`src/rtl/id_stage.sv`:
```
// rtl/id_stage.sv - decode stage: IF/ID register, 4-entry regfile, operand forwarding, ID/EX register
//
// Optional feature macro: REG0_ZERO_EN
//   defined   : R0 reads as 0, writes to R0 are dropped, and forwarding onto
//               an operand whose source ID is 0 is overridden to the regfile.
//   undefined : R0 is an ordinary register.
//
// Ports:
//   clk, rst_n                      clock, asynchronous active-low reset
//   if_instr, if_valid              fetched instruction and its valid flag
//   flush                           kill IF/ID and ID/EX contents
//   stall                           hold IF/ID, bubble ID/EX
//   forward_a, forward_b            operand selects: 00 regfile, 11 EX, 01 MEM, 10 WB
//   ex_fwd_data, mem_fwd_data       EX / MEM forwarding sources
//   wb_data, wb_rd, wb_reg_write    regfile write port (wb_data is also a forward source)
//   id_rs, id_rt                    decoded source IDs for the hazard unit
//   if_stall                        fetch hold, equals stall
//   ex_op_a .. ex_valid             ID/EX pipeline register outputs
module id_stage #(
    parameter int DATA_W  = 8,
    parameter int INSTR_W = 8
) (
    input  logic               clk,
    input  logic               rst_n,
    input  logic [INSTR_W-1:0] if_instr,
    input  logic               if_valid,
    input  logic               flush,
    input  logic               stall,
    input  logic [1:0]         forward_a,
    input  logic [1:0]         forward_b,
    input  logic [DATA_W-1:0]  ex_fwd_data,
    input  logic [DATA_W-1:0]  mem_fwd_data,
    input  logic [DATA_W-1:0]  wb_data,
    input  logic [1:0]         wb_rd,
    input  logic               wb_reg_write,
    output logic [1:0]         id_rs,
    output logic [1:0]         id_rt,
    output logic               if_stall,
    output logic [DATA_W-1:0]  ex_op_a,
    output logic [DATA_W-1:0]  ex_op_b,
    output logic [3:0]         ex_opcode,
    output logic [1:0]         ex_rd,
    output logic               ex_reg_write,
    output logic               ex_mem_read,
    output logic               ex_mem_write,
    output logic               ex_valid
);

    logic [INSTR_W-1:0] ifid_instr;
    logic               ifid_valid;
    logic [DATA_W-1:0]  regs [4];

    logic [3:0]         dec_opcode;
    logic [1:0]         dec_rd;
    logic               dec_reg_write;
    logic               dec_mem_read;
    logic               dec_mem_write;
    logic               rf_we;
    logic [DATA_W-1:0]  rf_a;
    logic [DATA_W-1:0]  rf_b;
    logic [1:0]         sel_a;
    logic [1:0]         sel_b;
    logic [DATA_W-1:0]  op_a;
    logic [DATA_W-1:0]  op_b;

    assign if_stall = stall;

    // IF/ID register: flush beats stall, stall holds.
    always_ff @(posedge clk or negedge rst_n) begin
        if (!rst_n) begin
            ifid_instr <= '0;
            ifid_valid <= 1'b0;
        end else if (flush) begin
            ifid_valid <= 1'b0;
        end else if (!stall) begin
            ifid_instr <= if_instr;
            ifid_valid <= if_valid;
        end
    end

    // Decode. An invalid slot decodes as NOP with zero source IDs, so it
    // can never raise a control bit downstream.
    always_comb begin
        dec_opcode    = 4'd0;
        dec_rd        = 2'd0;
        id_rs         = 2'd0;
        id_rt         = 2'd0;
        if (ifid_valid) begin
            dec_opcode = ifid_instr[7:4];
            dec_rd     = ifid_instr[3:2];
            id_rs      = ifid_instr[3:2];
            id_rt      = ifid_instr[1:0];
        end
        dec_reg_write = (dec_opcode >= 4'd1) && (dec_opcode <= 4'd8);
        dec_mem_read  = (dec_opcode == 4'd8);
        dec_mem_write = (dec_opcode == 4'd9);
    end

    // Register file: synchronous write, asynchronous read, no write-through.
    // A same-cycle WB hazard is resolved by the hazard unit selecting 10.
    always_comb begin
        rf_we = wb_reg_write;
        rf_a  = regs[id_rs];
        rf_b  = regs[id_rt];
        sel_a = forward_a;
        sel_b = forward_b;
`ifdef REG0_ZERO_EN
        if (wb_rd == 2'd0) rf_we = 1'b0;
        if (id_rs == 2'd0) begin
            rf_a  = '0;
            sel_a = 2'b00;
        end
        if (id_rt == 2'd0) begin
            rf_b  = '0;
            sel_b = 2'b00;
        end
`endif
    end

    always_ff @(posedge clk or negedge rst_n) begin
        if (!rst_n) begin
            for (int i = 0; i < 4; i++) regs[i] <= '0;
        end else if (rf_we) begin
            regs[wb_rd] <= wb_data;
        end
    end

    // Operand forwarding muxes.
    always_comb begin
        case (sel_a)
            2'b11:   op_a = ex_fwd_data;
            2'b01:   op_a = mem_fwd_data;
            2'b10:   op_a = wb_data;
            default: op_a = rf_a;
        endcase
        case (sel_b)
            2'b11:   op_b = ex_fwd_data;
            2'b01:   op_b = mem_fwd_data;
            2'b10:   op_b = wb_data;
            default: op_b = rf_b;
        endcase
    end

    // ID/EX register: flush or stall inserts an all-zero bubble.
    always_ff @(posedge clk or negedge rst_n) begin
        if (!rst_n) begin
            ex_op_a      <= '0;
            ex_op_b      <= '0;
            ex_opcode    <= 4'd0;
            ex_rd        <= 2'd0;
            ex_reg_write <= 1'b0;
            ex_mem_read  <= 1'b0;
            ex_mem_write <= 1'b0;
            ex_valid     <= 1'b0;
        end else if (flush || stall) begin
            ex_op_a      <= '0;
            ex_op_b      <= '0;
            ex_opcode    <= 4'd0;
            ex_rd        <= 2'd0;
            ex_reg_write <= 1'b0;
            ex_mem_read  <= 1'b0;
            ex_mem_write <= 1'b0;
            ex_valid     <= 1'b0;
        end else begin
            ex_op_a      <= op_a;
            ex_op_b      <= op_b;
            ex_opcode    <= dec_opcode;
            ex_rd        <= dec_rd;
            ex_reg_write <= dec_reg_write;
            ex_mem_read  <= dec_mem_read;
            ex_mem_write <= dec_mem_write;
            ex_valid     <= ifid_valid;
        end
    end

endmodule

```
`config.mk`:
```
export PLATFORM = sky130hd
export DESIGN_NAME = id_stage
export DESIGN_NICKNAME = d
export VERILOG_FILES = /design/src/rtl/id_stage.sv
export SDC_FILE = /design/constraint.sdc
export NUM_CORES = 1
export LEC_CHECK = 0
export CAP_MARGIN = 20
export CORE_MARGIN = 5
export CORE_UTILIZATION = 25
export CTS_CLUSTER_DIAMETER = 60
export CTS_CLUSTER_SIZE = 25
export DETAILED_ROUTE_END_ITERATION = 10
export PLACE_DENSITY = 0.42
export SYNTH_ARGS = -nofsm -noshare
export SYNTH_HDL_FRONTEND = slang
export SYNTH_SLANG_ARGS = --single-unit
```
`constraint.sdc`:
```
create_clock -name clk -period 1.35 [get_ports clk]
set_input_delay 0.27 -clock clk [delete_from_list [all_inputs] [get_ports clk]]
set_output_delay 0.27 -clock clk [all_outputs]
set_load 0.1 [all_outputs]
```
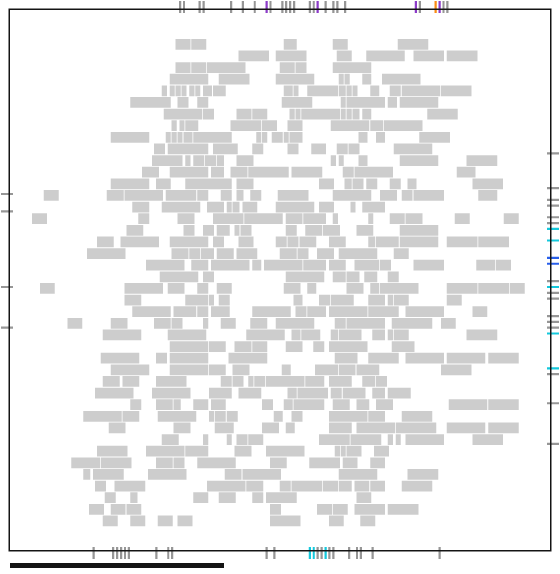
pins.png
The bar under the picture is 50 um long. Pins as bars across the die edge, other pins in grey.
Key: `ex_opcode` = purple [pins 4, direction output, edge top]; `ex_valid` = orange [pins 1, direction output, edge top]; `forward_a` = blue [pins 2, direction input, edge right]; `ex_op_a` = cyan [pins 8, direction output, edge 5 right, 3 bottom]
All pins by edge: 26 top, 23 bottom, 22 right, 4 left.
PortBufs: 74
die height: 126 um
die x size: 126 um

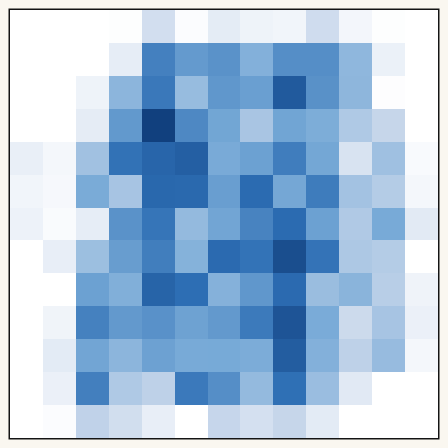
density.png
13 x 13 tiles, from white (low) to dark blue (high), 0 to 100% covered.
20% of the tiles are nearly empty. The emptiest ninth of the die: upper left. The fullest tile reaches 94%. The mean over all tiles is 35%. 8.3% of the tiles are over 75% full.
Initial Util: 25.6%
core area: 13200 um2
fin util: 44.0%

==> qor.yml <==
status: "complete, but fails checks"
violations: "setup timing"
slew_headroom_pct: 66.3
p_sw_mw: 2.15
setup_viol: 11
skew_ns: 0.00621
synth_simple_gate_area_share_pct: 10.1
critPathKind: "register to output pin"
whs_ns: 0.387
aoi_share_pct: 14.3
regArea_um2: 1680
dpl_worst_slack_ns: -0.515
period_used_pct: 117
placed_cells: 566
setup_slack_ns: -0.224
seq_power_share_pct: 37.0
cts_buffers: 9
dr.pass1.iters: 4
vias_per_cell: 4.74
grt_use_met1_pct: 20.4
clk-insertion-delay-late_ns: 0.33
yosysWarningCount: 0
drc: 0
mux_share_pct: 20.9
sw_frac_of_total_pct: 31.5
dpl_cell_area_um2: 5020
period_minus_slack_ns: 1.57
ff_type: "dfrtp_1"
floorplan.nets: 332
worst_path_max_delay_cell: "dfrtp_1"
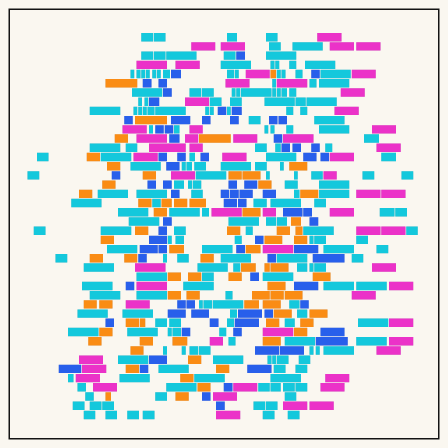
drive_strength.png
Key: drive 3 to 4 = blue [cells 80]; drive 1 or less = cyan [cells 216]; drive 2 = orange [cells 71]; drive 6 and up = magenta [cells 59]
Worst Slack Setup Final: -0.224 ns
Non-clk bufs: 140
Synth-to-Final Area Change: 72.0%
final instance area: 5820 um2

[state kept, by name (all words and copies together), names as in the netlist]
register      cells
regs             32
ex_op_a           8
ex_op_b           8
ifid_instr        8
ex_opcode         4
ex_rd             2
ex_mem_read       1
ex_mem_write      1
ex_reg_write      1
ex_valid          1
ifid_valid        1
[cell usage after synthesis (all sizes together), types with 7 or more instances]
master and instances:
o221a 8, buf 14, o22ai 13, mux2 46, o221ai 7, and3 7, nor2 14, mux2i 19
a221oi 16, dfrtp 67, nand2 29, a22oi 7, inv 11
[how the worst max path moves through the flow]
stage                  to  slack (ns)  depth (start not counted)
4_1_cts          id_rs[0]       -0.23                          5
3_3_place_gp   ex_op_a[0]       -0.50                          4
5_1_grt          id_rs[1]       -0.27                          5
6_report         id_rs[0]       -0.22                          5
2_1_floorplan    id_rs[0]       -0.03                          3
3_5_place_dp   ex_op_a[0]       -0.52                          4
[power by group through the flow]
stage	clock network, mW	registers, mW	logic (mW)
finish	2.32	2.53	1.98
detailed placement	0	2.53	1.69
global route	2.45	2.57	2.10
floorplan	0	2.67	0.747
CTS	2.37	2.50	1.75
global placement	0	2.53	1.70
[worst register-to-register path, delay by kind of cell (launching register included)]
kind | cells | cell delay [ns]
AND-OR/OR-AND | 2 | 0.20
buffers and inverters | 3 | 0.42
flip-flops | 1 | 0.40
multiplexers | 1 | 0.30
[timing repair]
item,in CTS,in global routing
hold endpoints to repair,8,0
pin swaps,1,10
hold buffers,1,0
buffers inserted,8,11
setup endpoints to repair,20,19
resized,14,59
[area by class of cell]
| class | instances | area share (%) |
|---|---|---|
| multi-input combinational | 192 | 31.8 |
| tap | 176 | 3.78 |
| sequential | 67 | 28.9 |
| clock buffer | 9 | 3.87 |
| timing repair buffer | 140 | 29.6 |
| clock inverter | 7 | 1.18 |
| inverter | 11 | 0.903 |
